==> src/rtl/mem_port_arbiter.sv <==
// Two-requester memory port arbiter: data (D) has priority over instruction fetch (IF),
// with a starvation guard. One transaction in flight; IF responses can be cancelled by flush.
module mem_port_arbiter #(
    parameter int unsigned ADDR_W     = 32,
    parameter int unsigned DATA_W     = 32,
    parameter int unsigned MEM_LAT    = 1,
    parameter int unsigned MAX_STARVE = 4
) (
    input  logic              clk,
    input  logic              rst_n,
    input  logic              i_if_req_valid,
    output logic              o_if_req_ready,
    input  logic [ADDR_W-1:0] i_if_addr,
    input  logic              i_if_flush,
    output logic              o_if_rsp_valid,
    output logic [DATA_W-1:0] o_if_rsp_data,
    input  logic              i_d_req_valid,
    output logic              o_d_req_ready,
    input  logic              i_d_we,
    input  logic [ADDR_W-1:0] i_d_addr,
    input  logic [DATA_W-1:0] i_d_wdata,
    input  logic [2:0]        i_d_funct3,
    output logic              o_d_rsp_valid,
    output logic [DATA_W-1:0] o_d_rsp_data,
    output logic [ADDR_W-1:0] o_mem_read_address,
    output logic [2:0]        o_mem_funct3,
    output logic              o_mem_write_mem,
    output logic [ADDR_W-1:0] o_mem_write_address,
    output logic [DATA_W-1:0] o_mem_write_data,
    input  logic [DATA_W-1:0] i_mem_read_data
);
    localparam int unsigned SW      = $clog2(MAX_STARVE + 1);
    localparam logic [2:0]  F3_WORD = 3'b010;

    typedef enum logic [1:0] {StIdle, StWrite, StWait, StResp} state_e;

    state_e            r_state;
    state_e            w_state_d;
    logic [SW-1:0]     r_starve_cnt;
    logic              r_owner_if;
    logic              r_cancel;
    logic [ADDR_W-1:0] r_addr;
    logic [2:0]        r_funct3;
    logic [2:0]        r_wait_cnt;
    logic [DATA_W-1:0] r_wdata;
    logic [DATA_W-1:0] r_rsp_data;

    logic w_if_elig;
    logic w_grant_if;
    logic w_grant_d;
    logic w_starved;

    // A grant is only ever issued to a valid requester, so grant == acceptance.
    always_comb begin
        w_if_elig  = i_if_req_valid & ~i_if_flush;
        w_starved  = (r_starve_cnt == SW'(MAX_STARVE));
        w_grant_if = 1'b0;
        w_grant_d  = 1'b0;
        if (r_state == StIdle) begin
            if (w_if_elig && w_starved) begin
                w_grant_if = 1'b1;
            end else if (i_d_req_valid) begin
                w_grant_d = 1'b1;
            end else if (w_if_elig) begin
                w_grant_if = 1'b1;
            end
        end
    end

    always_comb begin
        w_state_d = r_state;
        case (r_state)
            StIdle: begin
                if (w_grant_d && i_d_we) begin
                    w_state_d = StWrite;
                end else if (w_grant_d || w_grant_if) begin
                    w_state_d = StWait;
                end
            end
            StWrite: w_state_d = StResp;
            StWait:  if (r_wait_cnt == 3'd1) w_state_d = StResp;
            StResp:  w_state_d = StIdle;
            default: w_state_d = StIdle;
        endcase
    end

    always_ff @(posedge clk or negedge rst_n) begin
        if (!rst_n) begin
            r_state      <= StIdle;
            r_starve_cnt <= '0;
            r_owner_if   <= 1'b0;
            r_cancel     <= 1'b0;
            r_addr       <= '0;
            r_funct3     <= F3_WORD;
            r_wait_cnt   <= '0;
            r_wdata      <= '0;
            r_rsp_data   <= '0;
        end else begin
            r_state <= w_state_d;

            if (!i_if_req_valid || w_grant_if) begin
                r_starve_cnt <= '0;
            end else if (w_grant_d && !w_starved) begin
                r_starve_cnt <= r_starve_cnt + SW'(1);
            end

            if (w_grant_if || w_grant_d) begin
                r_owner_if <= w_grant_if;
                r_addr     <= w_grant_if ? i_if_addr : i_d_addr;
                r_funct3   <= w_grant_if ? F3_WORD : i_d_funct3;
                r_wait_cnt <= 3'(MEM_LAT);
                if (w_grant_d) begin
                    r_wdata <= i_d_wdata;
                end
            end

            if (r_state == StWrite) begin
                r_rsp_data <= '0;
            end else if (r_state == StWait) begin
                r_wait_cnt <= r_wait_cnt - 3'd1;
                if (r_wait_cnt == 3'd1) begin
                    r_rsp_data <= i_mem_read_data;
                end
            end

            if (r_state == StResp) begin
                r_cancel <= 1'b0;
            end else if (r_state == StWait && r_owner_if && i_if_flush) begin
                r_cancel <= 1'b1;
            end
        end
    end

    assign o_if_req_ready      = w_grant_if;
    assign o_d_req_ready       = w_grant_d;
    assign o_mem_read_address  = r_addr;
    assign o_mem_funct3        = r_funct3;
    assign o_mem_write_mem     = (r_state == StWrite);
    assign o_mem_write_address = r_addr;
    assign o_mem_write_data    = r_wdata;
    // A flush arriving during the response cycle itself must still suppress the pulse.
    assign o_if_rsp_valid      = (r_state == StResp) & r_owner_if & ~r_cancel & ~i_if_flush;
    assign o_d_rsp_valid       = (r_state == StResp) & ~r_owner_if;
    assign o_if_rsp_data       = r_rsp_data;
    assign o_d_rsp_data        = r_rsp_data;

endmodule

==> config.mk <==
export PLATFORM = sky130hd
export DESIGN_NAME = mem_port_arbiter
export DESIGN_NICKNAME = d
export VERILOG_FILES = /design/src/rtl/mem_port_arbiter.sv
export SDC_FILE = /design/constraint.sdc
export NUM_CORES = 1
export LEC_CHECK = 0
export CORE_AREA = 2 2 119 121
export CTS_CLUSTER_SIZE = 28
export DETAILED_ROUTE_END_ITERATION = 8
export DIE_AREA = 0 0 121 123
export DONT_BUFFER_PORTS = 1
export HOLD_SLACK_MARGIN = 0.1
export REMOVE_ABC_BUFFERS = 1
export SLEW_MARGIN = 40
export SYNTH_ARGS = -nofsm -noshare
export SYNTH_HDL_FRONTEND = slang
export SYNTH_SLANG_ARGS = --single-unit
==> constraint.sdc <==
create_clock -name clk -period 3.4 [get_ports clk]
set_input_delay 0.34 -clock clk [delete_from_list [all_inputs] [get_ports clk]]
set_output_delay 0.34 -clock clk [all_outputs]
set_load 0.01 [all_outputs]
==> job_summary.md <==
### Flow metrics

| Metric | Value |
|---|---|
| Clk ins delay skew pair | `0.35 ns` |
| Share of layout cells above drive strength 1 | `22.5%` |
| Internal Power | `3.67 mW` |
| Highest metal used | `met4` |
| Resized Gates After CTS | `0` |
| Die area | `14900 um2` |
| Relative slew slack | `47.3%` |
| NetSw | `2.36 mW` |
| Gr usage total | `16.7%` |
| Register area share after synthesis | `48.4%` |
| Buffers on Ports | `0` |
| Gate Area | `2170 um2` |
| Clock buffers | `10` |
| Mi-comb count | `284` |
| Global route overflow | `0` |
| Peak Freq | `409 MHz` |
| Post-DP Area | `5230 um2` |
| Worst Reg-to-Reg Cells | `5` |
| H-tree levels | `3` |
| Critical R2R Launch | `r_starve_cnt[0]` |
| Startpoint Class | `register` |
| Syn avg cell area | `11.2 um2` |
| Drt pass-1 iters | `4` |
| Status | `complete, no violations` |
| Yosys stat area | `5630 um2` |
| DP Wirelength | `8580 um` |
| Pwr dens | `1070 nW/um2` |
| Leading cell kind | `registers` |
| Remaining routing DRC violations | `0` |
| Synth unique cells | `42` |
| Number of setup buffers added after CTS | `0` |
| Async set-reset flop share out of synthesis | `100%` |
| Adder Share, Synth | `2.00%` |
| Leak Pwr | `2.32 nW` |
| Clock Root Buffer | `clkbuf_16` |
==> critical path, cell delays in order (launching register included) <==
cell	delay, ns
dfrtp_1	0.36
inv_1	0.07
ha_1	0.29
and4b_4	0.38
nor2_8	0.64
==> cells in the mapped netlist (3+ instances only) <==
| cell | count | share of area (%) |
|---|---|---|
| dfrtp_1 | 108 | 48 |
| buf_4 | 67 | 8.9 |
| mux2_2 | 40 | 8.0 |
| nand3_1 | 38 | 3.4 |
| nor2b_1 | 35 | 3.9 |
| o21ai_0 | 34 | 3.0 |
| a31oi_1 | 33 | 3.7 |
| nor3_1 | 32 | 2.8 |
| mux2_4 | 26 | 6.9 |
| clkbuf_1 | 17 | 1.1 |
| inv_1 | 11 | 0.73 |
| ha_1 | 9 | 2.0 |
| buf_6 | 8 | 1.6 |
| a21oi_1 | 5 | 0.44 |
| o21ai_1 | 5 | 0.44 |
| buf_2 | 4 | 0.36 |
| nand2_1 | 3 | 0.20 |
==> state kept, by name, summed over array words and instances (netlist names) <==
signal and flops:
o_d_rsp_data 32, o_mem_read_address 32, o_mem_write_data 32, o_mem_funct3 3, r_starve_cnt 3, r_wait_cnt 3, r_state 2, r_cancel 1
r_owner_if 1
==> per-stage QoR <==
stage | utilization [%] | worst slack, ns | power (mW) | hold WS, ns | std cells
final | 41.3 | 0.953 | 6.03 | 0.129 | 611
after CTS | 41.3 | 0.926 | 6.11 | 0.108 | 611
after floorplan | - | 0.742 | 4.31 | 0.0444 | 405
after global routing | 41.3 | 0.798 | 6.43 | 0.115 | 611
after detailed placement | 38.4 | 1.11 | 4.81 | 0.0469 | 593
after global placement | 38.4 | 1.18 | 4.72 | 0.0468 | 593
==> timing repair <==
item,CTS,global route
hold endpoints to repair,109,0
endpoints found under the setup margin,0,0
hold buffers,2,0
==> images/io_placement.png <==
Pins as bars across the die edge, other pins in gray.
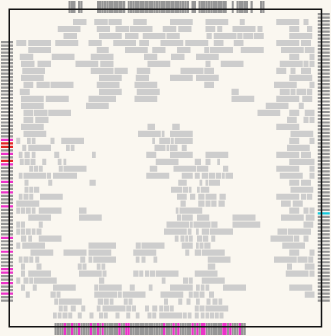
[red] o_mem_funct3 | pins: 3 | direction: output | edge: left
[magenta] o_mem_read_address | pins: 32 | direction: output | edge: 20 bottom, 12 left
[cyan] i_if_flush | pins: 1 | direction: input | edge: right

==> images/wires.png <==
Two of the layers only.
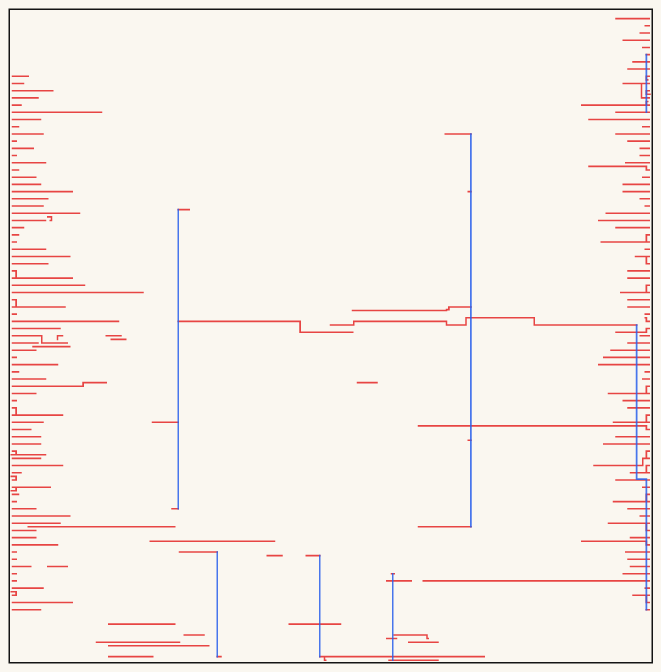
[blue] metal 4 | wire length: 252 um
[red] metal 3 | wire length: 1230 um

No activity file was given, so power comes from the tool's default toggle rates.
